==> run_1/final_congestion.png <==
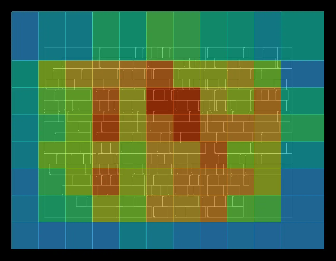
==> run_1/cell_classes.png <==
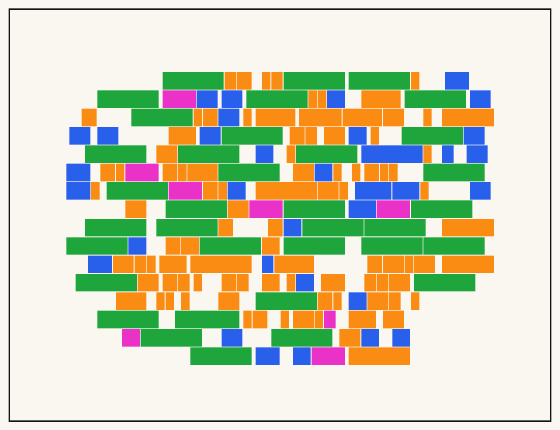
==> run_1/met2.png <==
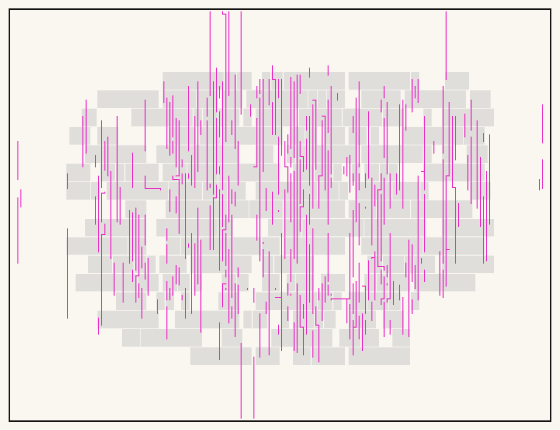
### src/rtl/pwm_audio_decoder.sv
// Decodes a 1-bit PWM stream into one saturated PCM sample per FRAME_LEN-clock frame (valid/ready out).
// Optional macro PWM_DEC_DEGLITCH_EN inserts a 3-tap majority filter after the input synchronizer.
module pwm_audio_decoder #(
  parameter int WIDTH       = 8,
  parameter int FRAME_LEN   = 256,
  parameter int IDLE_FRAMES = 4
) (
  input  logic             CLK100MHZ,
  input  logic             BTNC,
  input  logic             enable,
  input  logic             pwm_in,
  output logic [WIDTH-1:0] sample_data,
  output logic             sample_valid,
  input  logic             sample_ready,
  output logic             locked,
  output logic             overrun,
  input  logic             overrun_clr
);

  localparam int FCW = $clog2(FRAME_LEN);
  localparam int HCW = $clog2(FRAME_LEN + 1);
  localparam int ICW = $clog2(IDLE_FRAMES + 1);
  localparam logic [FCW-1:0] FC_LAST  = FCW'(FRAME_LEN - 1);
  localparam logic [ICW-1:0] IDLE_MAX = ICW'(IDLE_FRAMES - 1);
  localparam longint SAT_VAL = (longint'(1) << WIDTH) - 1;

  typedef enum logic {HUNT, LOCKED} state_t;

  logic sync1, sync2, pwm_s, pwm_s_d, rise;

  always_ff @(posedge CLK100MHZ or negedge BTNC) begin
    if (!BTNC) begin
      sync1   <= 1'b0;
      sync2   <= 1'b0;
      pwm_s_d <= 1'b0;
    end else begin
      sync1   <= pwm_in;
      sync2   <= sync1;
      pwm_s_d <= pwm_s;
    end
  end

`ifdef PWM_DEC_DEGLITCH_EN
  logic tap1, tap2;

  always_ff @(posedge CLK100MHZ or negedge BTNC) begin
    if (!BTNC) begin
      tap1 <= 1'b0;
      tap2 <= 1'b0;
    end else begin
      tap1 <= sync2;
      tap2 <= tap1;
    end
  end

  // A lone high (or low) sample never forms a 2-of-3 majority, so it is dropped.
  assign pwm_s = (sync2 & tap1) | (sync2 & tap2) | (tap1 & tap2);
`else
  assign pwm_s = sync2;
`endif

  assign rise = pwm_s & ~pwm_s_d;

  state_t           state;
  logic [FCW-1:0]   fc;
  logic [HCW-1:0]   hc;
  logic [HCW-1:0]   hc_final;
  logic [ICW-1:0]   idle_cnt;
  logic             rise_seen;
  logic             frame_rise;
  logic [WIDTH-1:0] sample_next;

  // hc holds the earlier cycles of the frame; the current cycle is folded in here.
  always_comb begin
    hc_final   = hc + HCW'(pwm_s);
    frame_rise = rise_seen | rise;
    if (longint'(hc_final) > SAT_VAL) sample_next = {WIDTH{1'b1}};
    else                              sample_next = WIDTH'(hc_final);
  end

  assign locked = (state == LOCKED);

  always_ff @(posedge CLK100MHZ or negedge BTNC) begin
    if (!BTNC) begin
      state        <= HUNT;
      fc           <= '0;
      hc           <= '0;
      idle_cnt     <= '0;
      rise_seen    <= 1'b0;
      sample_data  <= '0;
      sample_valid <= 1'b0;
      overrun      <= 1'b0;
    end else begin
      if (sample_valid && sample_ready) sample_valid <= 1'b0;
      if (overrun_clr) overrun <= 1'b0;

      case (state)
        HUNT: begin
          fc        <= '0;
          hc        <= '0;
          idle_cnt  <= '0;
          rise_seen <= 1'b0;
          // The rise cycle itself is frame cycle 0 and its high sample counts.
          if (enable && rise) begin
            state     <= LOCKED;
            fc        <= FCW'(1);
            hc        <= HCW'(pwm_s);
            rise_seen <= 1'b1;
          end
        end
        LOCKED: begin
          if (!enable) begin
            state     <= HUNT;
            fc        <= '0;
            hc        <= '0;
            idle_cnt  <= '0;
            rise_seen <= 1'b0;
          end else if (fc == FC_LAST) begin
            fc           <= '0;
            hc           <= '0;
            rise_seen    <= 1'b0;
            sample_data  <= sample_next;
            sample_valid <= 1'b1;
            if (sample_valid && !sample_ready) overrun <= 1'b1;
            if (frame_rise) begin
              idle_cnt <= '0;
            end else if (idle_cnt == IDLE_MAX) begin
              state    <= HUNT;
              idle_cnt <= '0;
            end else begin
              idle_cnt <= idle_cnt + ICW'(1);
            end
          end else begin
            fc        <= fc + FCW'(1);
            hc        <= hc + HCW'(pwm_s);
            rise_seen <= rise_seen | rise;
          end
        end
        default: state <= HUNT;
      endcase
    end
  end

endmodule

### config.mk
export PLATFORM = sky130hd
export DESIGN_NAME = pwm_audio_decoder
export DESIGN_NICKNAME = d
export VERILOG_FILES = /design/src/rtl/pwm_audio_decoder.sv
export SDC_FILE = /design/constraint.sdc
export NUM_CORES = 1
export LEC_CHECK = 0
export CAP_MARGIN = 20
export CORE_ASPECT_RATIO = 0.7
export CORE_MARGIN = 8
export CORE_UTILIZATION = 51
export CTS_BUF_LIST = sky130_fd_sc_hd__clkbuf_4 sky130_fd_sc_hd__clkbuf_8
export CTS_CLUSTER_DIAMETER = 80
export CTS_CLUSTER_SIZE = 30
export DETAILED_ROUTE_END_ITERATION = 8
export GPL_TIMING_DRIVEN = 0
export PLACE_DENSITY = 0.77
export SETUP_SLACK_MARGIN = 0.1
export SYNTH_ARGS = -nofsm -noshare
export SYNTH_HDL_FRONTEND = slang
export SYNTH_SLANG_ARGS = --single-unit
### constraint.sdc
create_clock -name CLK100MHZ -period 1.8 [get_ports CLK100MHZ]
set_clock_uncertainty 0.2 [all_clocks]
set_input_delay 0.18 -clock CLK100MHZ [delete_from_list [all_inputs] [get_ports CLK100MHZ]]
set_output_delay 0.18 -clock CLK100MHZ [all_outputs]
set_load 0.05 [all_outputs]
==> run summary, run 1 <==
run results: reg2reg end=sample_data[4], Max Fclk=564 MHz, post-route minimum period=1.77 ns, final WL=3560 um, Fin. Hold Viols=0, P_comb=152 uW, vias in the first global route=1,195, worst setup path category=reg -> reg, final net count=180, Setup WS post-layout=0.0260 ns, crit path max fanout=3, switching pwr=390 uW, yosys xor share=0.0778, Post-DP HPWL=2030 um, aoi share=0.0778, status=finished, final reports clean, area of the multi-input gates=716 um^2, total CTS buffers=5, Final Non-Filler Cells=207, Setup crit start kind=flop, Crit path max-delay family=flip-flops, Yosys cell types=28, FILL cells=175, Max Cap Viol=0, Post-synth EDFFs=0, Synth Cell Area=1460 um^2, Place WS=-0.0920 ns, largest net degree at the start of global routing=36, Simple Share, Synth=0.182, WL per Instance=17.2 um, RSZ-0062 raised after global routing=true, Switching Share=0.246, CP Buf/Inv Count=1, share of total power in sequential cells=0.522, PortBufs=16, vias post-DR=1,150, Die Y=60.8 um, Synth Register Bits=35, tool warnings=29, H-tree Lvls=2, die width=80.0 um, clock power share=0.382, Latency at later pin=0.28 ns, fin. max-slew vios=0, n_diodes=0, Final Power=1.58 mW, r2r setup slk=0.03 ns, CP most frequent cell=ha_4, PD cells=772 nW/um^2, via density per instance=5.56, Chip Area, Yosys=1460 um^2, layout cells sized above 1=0.292, crit path DAT=1.72 ns, floorplan net count=143, Synth Seq Share=0.599, highest-power group=sequential cells, TritonCTS clock tree=done, Async SR Flop Fraction=1.00, # DRC=0, ys flop type=dfrtp_1, DR iter-0 viols=44, initial antenna violation count=0, buffers inserted by post-CTS timing repair=9, Dominant comb cell=simple AND/OR/NAND/NOR gates, Std-Cell Rows=16, root buffer cell=clkbuf_8, Fin Setup TNS=0 ns, FP Util=0.529, DIE AREA=4870 um^2, hold path startpoint=pwm_in, GR Overflow Total=0, Tightest Hold Check Type=in -> reg, core area=2760 um^2, P_seq=827 uW, top logic cell by instance count in the layout=dfrtp_1, Placement Cell Area=1680 um^2, first-pass GRT wire length=5480 um
Notes on final_congestion.png above:
Tot GR Track Use: 0.146
M2 GR Usage: 0.235

Notes on cell_classes.png above:
flops -> green  # cells 35, share of their area 44%
all other logic -> orange  # cells 94, share of their area 36%
clock drivers and dummy loads -> magenta  # cells 8, share of their area 4.7%
other buffers and delay cells -> blue  # cells 34, share of their area 15%

Notes on met2.png above:
wire length on this layer = 1,740 um
longest straight run = 27.9 um
main direction = vertical
share of all routed wire = 49%

-- run 1: area by class of cell --
type                    count  share of cell area
plain buffers               4              0.0189
clock buffers               7              0.0439
clock inverters             1             0.00244
inverters                   3             0.00548
multi-input cells          91               0.349
flip-flops and latches     35               0.427
well taps                  36              0.0219
repair buffers             30               0.132
-- run 1: through the flow --
step,utilization,hold WS [ns]
final,0.743,0.136
after global routing,0.743,0.141
after CTS,0.698,0.129
after detailed placement,0.610,0.0972
after global placement,0.611,0.132
after floorplan,-,-0.316
-- run 1: synth_stat cells (3+ instances only) --
| cell type | n | area (um^2) |
|---|---|---|
| a21oi_1 | 5 | 25.0 |
| a31oi_1 | 6 | 37.5 |
| and3_1 | 5 | 31.3 |
| dfrtp_1 | 35 | 876 |
| ha_1 | 4 | 50.1 |
| inv_1 | 3 | 11.3 |
| nand2_1 | 4 | 15.0 |
| nand3_1 | 6 | 30.0 |
| nand4_1 | 3 | 18.8 |
| nor2_1 | 29 | 109 |
| xnor2_1 | 6 | 52.6 |
| xor2_1 | 7 | 61.3 |
-- run 1: worst max-delay path by stage --
stage,slack [ns],depth (start not counted),end,startpoint
after CTS,0.07,7,sample_data[6],pwm_s
final,0.03,6,sample_data[4],pwm_s
after global routing,-0.01,6,sample_data[4],pwm_s
after detailed placement,-0.09,6,sample_data[6],pwm_s
after floorplan,0.1,6,sample_data[3],pwm_s
after global placement,-0.43,1,locked,BTNC
-- run 1: flip-flops by register name, summed over array words and instances (netlist names) --
name / count
sample_valid: 1
locked: 1
rise_seen: 1
pwm_s: 1
fc: 8
sample_data: 8
overrun: 1
hc: 9
idle_cnt: 3
pwm_s_d: 1
sync1: 1
-- run 1: layer usage --
layer  global-route usage  wire length, um
met4               0.0464               30
met3               0.0488              182
met1                0.181             1610
met2                0.235             1740
met5                    0                0
==> inputs of run 2 (changes only) <==
--- a/config.mk
+++ b/config.mk
@@ -7,6 +7,6 @@
 export LEC_CHECK = 0
-export CAP_MARGIN = 20
+export CAP_MARGIN = 5
 export CORE_ASPECT_RATIO = 0.7
 export CORE_MARGIN = 8
-export CORE_UTILIZATION = 51
+export CORE_UTILIZATION = 55
 export CTS_BUF_LIST = sky130_fd_sc_hd__clkbuf_4 sky130_fd_sc_hd__clkbuf_8
@@ -16,3 +16,3 @@
 export GPL_TIMING_DRIVEN = 0
-export PLACE_DENSITY = 0.77
+export PLACE_DENSITY = 0.79
 export SETUP_SLACK_MARGIN = 0.1
==> constraint.sdc (replaced) <==
create_clock -name CLK100MHZ -period 2.26 [get_ports CLK100MHZ]
set_clock_uncertainty 0.2 [all_clocks]
set_input_delay 0.226 -clock CLK100MHZ [delete_from_list [all_inputs] [get_ports CLK100MHZ]]
set_output_delay 0.226 -clock CLK100MHZ [all_outputs]
set_load 0.01 [all_outputs]
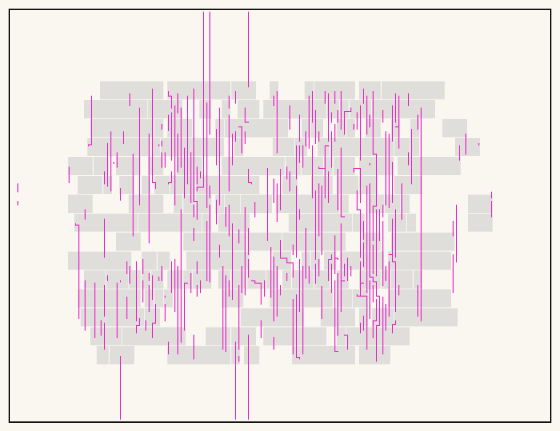
(run_2/met2.png)
longest straight run = 30.6 um
nets with wire on the layer = 148
share of all routed wire = 46%
wire length on this layer = 1,290 um
main direction = vertical

==> run summary, run 2 <==
run results: status=finished, final reports clean, area of the multi-input gates=552 um^2, gpl congestion=0.818, largest net degree at the start of global routing=36, top logic cell by instance count in the layout=dfrtp_1, Final Power=1.16 mW, root buffer cell=clkbuf_8, DR iter-0 viols=94, Synth Register Bits=35, Post-synth EDFFs=0, WL per Instance=14.8 um, design area=1750 um^2, Commonest cells post-synth=dfrtp_1 (35), nor2_1 (29), xor2_1 (7), post-route minimum period=1.99 ns, buffers inserted by post-CTS timing repair=0, via density per instance=5.55, Max-area cell share=0.599, core area=2500 um^2, drt first pass iters=4, n_diodes=0, # DRC=0, tool warnings=26, Biggest register=hc, first-pass GRT wire length=4840 um, top cell type by instance count after synthesis=dfrtp_1, CP startpoint=pwm_s, total CTS buffers=5, ys flop type=dfrtp_1, max reg flops=9, Setup crit start kind=flop, floorplan net count=143, Tot GR Track Use=0.137, hold path startpoint=sync1, PortBufs=16, final WL=2800 um, RSZ-0062 raised after global routing=false, DIE AREA=4590 um^2, Max Fclk=501 MHz, Fin Setup TNS=0 ns, Latency at later pin=0.28 ns, layout cells sized above 1=0.0833, crit path DAT=1.93 ns, Async SR Flop Fraction=1.00, crit path max fanout=9, H-tree Lvls=2, Placement Cell Area=1660 um^2, reg2reg end=sample_data[6], cells after synthesis=133, final net count=167, Fin. Hold Viols=0, Synth Cell Area=1460 um^2, Seq. cell area=876 um^2, Slew @ Worst Pin=0.752 ns, FILL cells=192, GR Overflow Total=0, vias in the first global route=1,034, Yosys cell types=28, TritonCTS clock tree=done, Synth Seq Share=0.599, PD cells=659 nW/um^2, Tightest Hold Check Type=reg -> reg, FP Util=0.586, fin. max-slew vios=0, Setup crit end=sample_data[6], synth top area cells=dfrtp_1 (60%), nor2_1 (7.4%), xor2_1 (4.2%), Post-DP HPWL=1970 um, Die Y=59.1 um, cell taking the most area after synthesis=dfrtp_1, vias post-DR=1,055, Std-Cell Rows=15, initial antenna violation count=0, syn avg cell area=11.0 um^2, worst setup path category=reg -> reg, r2r setup slk=0.27 ns, biggest regs=hc: 9 flops, fc: 8 flops, sample_data: 8 flops, Area Growth Syn to Fin=19.9%, Max Cap Viol=0, die width=77.6 um, Chip Area, Yosys=1460 um^2
-- run 2: kinds of logic after synthesis --
logic type	synth area share
AND-OR/OR-AND	0.0778
AND/OR/NAND/NOR	0.182
adder cells (fa/ha/maj)	0.0342
flip-flops	0.599
buffers and inverters	0.0291
XOR/XNOR	0.0778
-- run 2: power breakdown --
part | switching [mW] | internal, mW | total (mW)
registers | 0.0145 | 0.643 | 0.657
clock network | 0.197 | 0.217 | 0.414
logic | 0.0500 | 0.0348 | 0.0848
total | 0.261 | 0.895 | 1.16
-- run 2: layer usage --
metal	part of all wire	routed length (um)	GRT usage
met5	0	0	0
met4	0.0061	17	0.0749
met3	0.086	242	0.0636
met2	0.46	1290	0.199
met1	0.45	1250	0.163
-- run 2: cell type report --
| type | instances | area share |
|---|---|---|
| multi-input combinational | 91 | 0.315 |
| clock buffer | 6 | 0.0435 |
| tap | 34 | 0.0243 |
| timing repair buffer | 17 | 0.0942 |
| buffer | 4 | 0.0178 |
| sequential | 35 | 0.499 |
| inverter | 3 | 0.00642 |
-- run 2: per-stage QoR --
step	instances	hold WS, ns	utilization	setup WS, ns
2_1_floorplan	133	-0.270	-	0.381
3_3_place_gp	183	0.133	0.667	0.0911
3_5_place_dp	183	0.132	0.665	0.0320
4_1_cts	190	0.149	0.703	0.262
5_1_grt	190	0.161	0.703	0.137
6_report	190	0.148	0.703	0.265
-- run 2: worst max-delay path: stages (launching register included) --
cell     delay [ns]
dfrtp_1        0.39
ha_1           0.23
ha_1           0.22
nand3_1        0.15
nor3_1         0.09
xnor2_2        0.39
a31oi_1        0.18
-- run 2: timing repair --
item                                    in CTS  in global routing
endpoints found under the setup margin       8                  0
hold buffers                                 1                  0
endpoints found under the hold margin       35                  0
resized                                      1                  0
==> inputs of run 3 (changes only) <==
--- a/config.mk
+++ b/config.mk
@@ -7,3 +7,3 @@
 export LEC_CHECK = 0
-export CAP_MARGIN = 5
+export CAP_MARGIN = 30
 export CORE_ASPECT_RATIO = 0.7
==> constraint.sdc (replaced) <==
create_clock -name CLK100MHZ -period 2.26 [get_ports CLK100MHZ]
set_clock_uncertainty 0.2 [all_clocks]
set_input_delay 0.452 -clock CLK100MHZ [delete_from_list [all_inputs] [get_ports CLK100MHZ]]
set_output_delay 0.452 -clock CLK100MHZ [all_outputs]
set_load 0.01 [all_outputs]
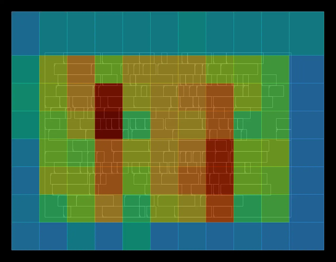
(run_3/final_congestion.png)
fin util: 0.699
WL per Instance: 15.0 um
met3 usage: 0.0636

==> run summary, run 3 <==
run results: Commonest cells post-synth=dfrtp_1 (35), nor2_1 (29), xor2_1 (7), Max-area cell share=0.599, Fin. Hold Viols=0, buffers inserted by post-CTS timing repair=0, vias post-DR=1,042, floorplan net count=143, FP Util=0.586, Chip Area, Yosys=1460 um^2, PortBufs=16, Place WS=0.0320 ns, Std-Cell Rows=15, r2r setup slk=0.26 ns, Die Y=59.1 um, # placed instances=183, RSZ-0062 raised after global routing=false, status=finished, final reports clean, via density per instance=5.51, first-pass GRT wire length=4840 um, synth top area cells=dfrtp_1 (60%), nor2_1 (7.4%), xor2_1 (4.2%), Area Growth Syn to Fin=19.2%, design area=1740 um^2, Max Cap Viol=0, Fin Setup TNS=0 ns, biggest regs=hc: 9 flops, fc: 8 flops, sample_data: 8 flops, Slew @ Worst Pin=0.754 ns, Synth Register Bits=35, Final Power=1.16 mW, cells after synthesis=133, TritonCTS clock tree=done, final WL=2830 um, Tightest Hold Check Type=in -> async, Setup crit start kind=flop, Post-CTS Hold Buffers=0, worst setup path category=reg -> reg, fin. max-slew vios=0, Post-synth EDFFs=0, core area=2500 um^2, Synth Seq Share=0.599, Placement Cell Area=1660 um^2, DR iter-0 viols=98, Yosys cell types=28, drt first pass iters=5, layout cells sized above 1=0.0839, Tot GR Track Use=0.136, Latency at later pin=0.28 ns, Setup WS post-layout=0.263 ns, cell taking the most area after synthesis=dfrtp_1, total CTS buffers=5, root buffer cell=clkbuf_8, top cell type by instance count after synthesis=dfrtp_1, n_diodes=0, number of gates resized after cts=1, crit path DAT=1.93 ns, Worst Hold Slack=0.0412 ns, final net count=166, Biggest register=hc, crit path max fanout=9, DIE AREA=4590 um^2
[run 3: cell count changes in the layout (fill, tap and decap cells not counted), sizes merged]
cell         before  now
dlygate4sd3       1    0
[run 3: kinds of logic (layout without fill, tap and decap cells)]
| kind of cell | Yosys count | in the layout | synth area share |
|---|---|---|---|
| compound gates | 18 | 18 | 0.0778 |
| xor+xnor | 13 | 13 | 0.0778 |
| simple gates | 56 | 56 | 0.182 |
| fa+ha+maj | 4 | 4 | 0.0342 |
| flops | 35 | 35 | 0.599 |
| buf+inv | 7 | 29 | 0.0291 |
[run 3: cell type report]
type                       instances  area, um^2
buffer                             4        31.3
clock buffer                       6        76.3
fill                             192         752
inverter                           3        11.3
multi-input combinational         91         552
sequential                        35         876
tap                               34        42.5
timing repair buffer              16         155
[run 3: power by group]
part	internal [mW]	total [mW]	switching [mW]
Combinational	0.0337	0.0836	0.0499
Sequential	0.643	0.658	0.0147
Clock	0.217	0.415	0.198
Total	0.894	1.16	0.262
[run 3: worst max-delay path: stages (launching register included)]
cell,delay [ns]
dfrtp_1,0.39
ha_1,0.23
ha_1,0.22
nand3_1,0.15
nor3_1,0.09
xnor2_2,0.40
a31oi_1,0.18
[run 3: worst max-delay path by stage]
stage	from	endpoint	slack [ns]	depth (start not counted)
CTS	pwm_s	sample_data[5]	0.26	6
detailed placement	pwm_s	sample_data[6]	0.03	6
global route	pwm_s	sample_data[5]	0.14	6
floorplan	pwm_s	sample_data[2]	0.38	6
finish	pwm_s	sample_data[6]	0.26	6
global placement	BTNC	sample_data[7]	-0.13	1
[run 3: per-layer routing]
layer / up-vias / GRT usage / part of all wire
li1: 498 / - / -
met1: 515 / 0.163 / 0.46
met2: 27 / 0.199 / 0.45
met3: 2 / 0.0636 / 0.082
met4: 0 / 0.0749 / 0.0060
met5: - / 0 / 0
Power and IR drop assume default switching activity.
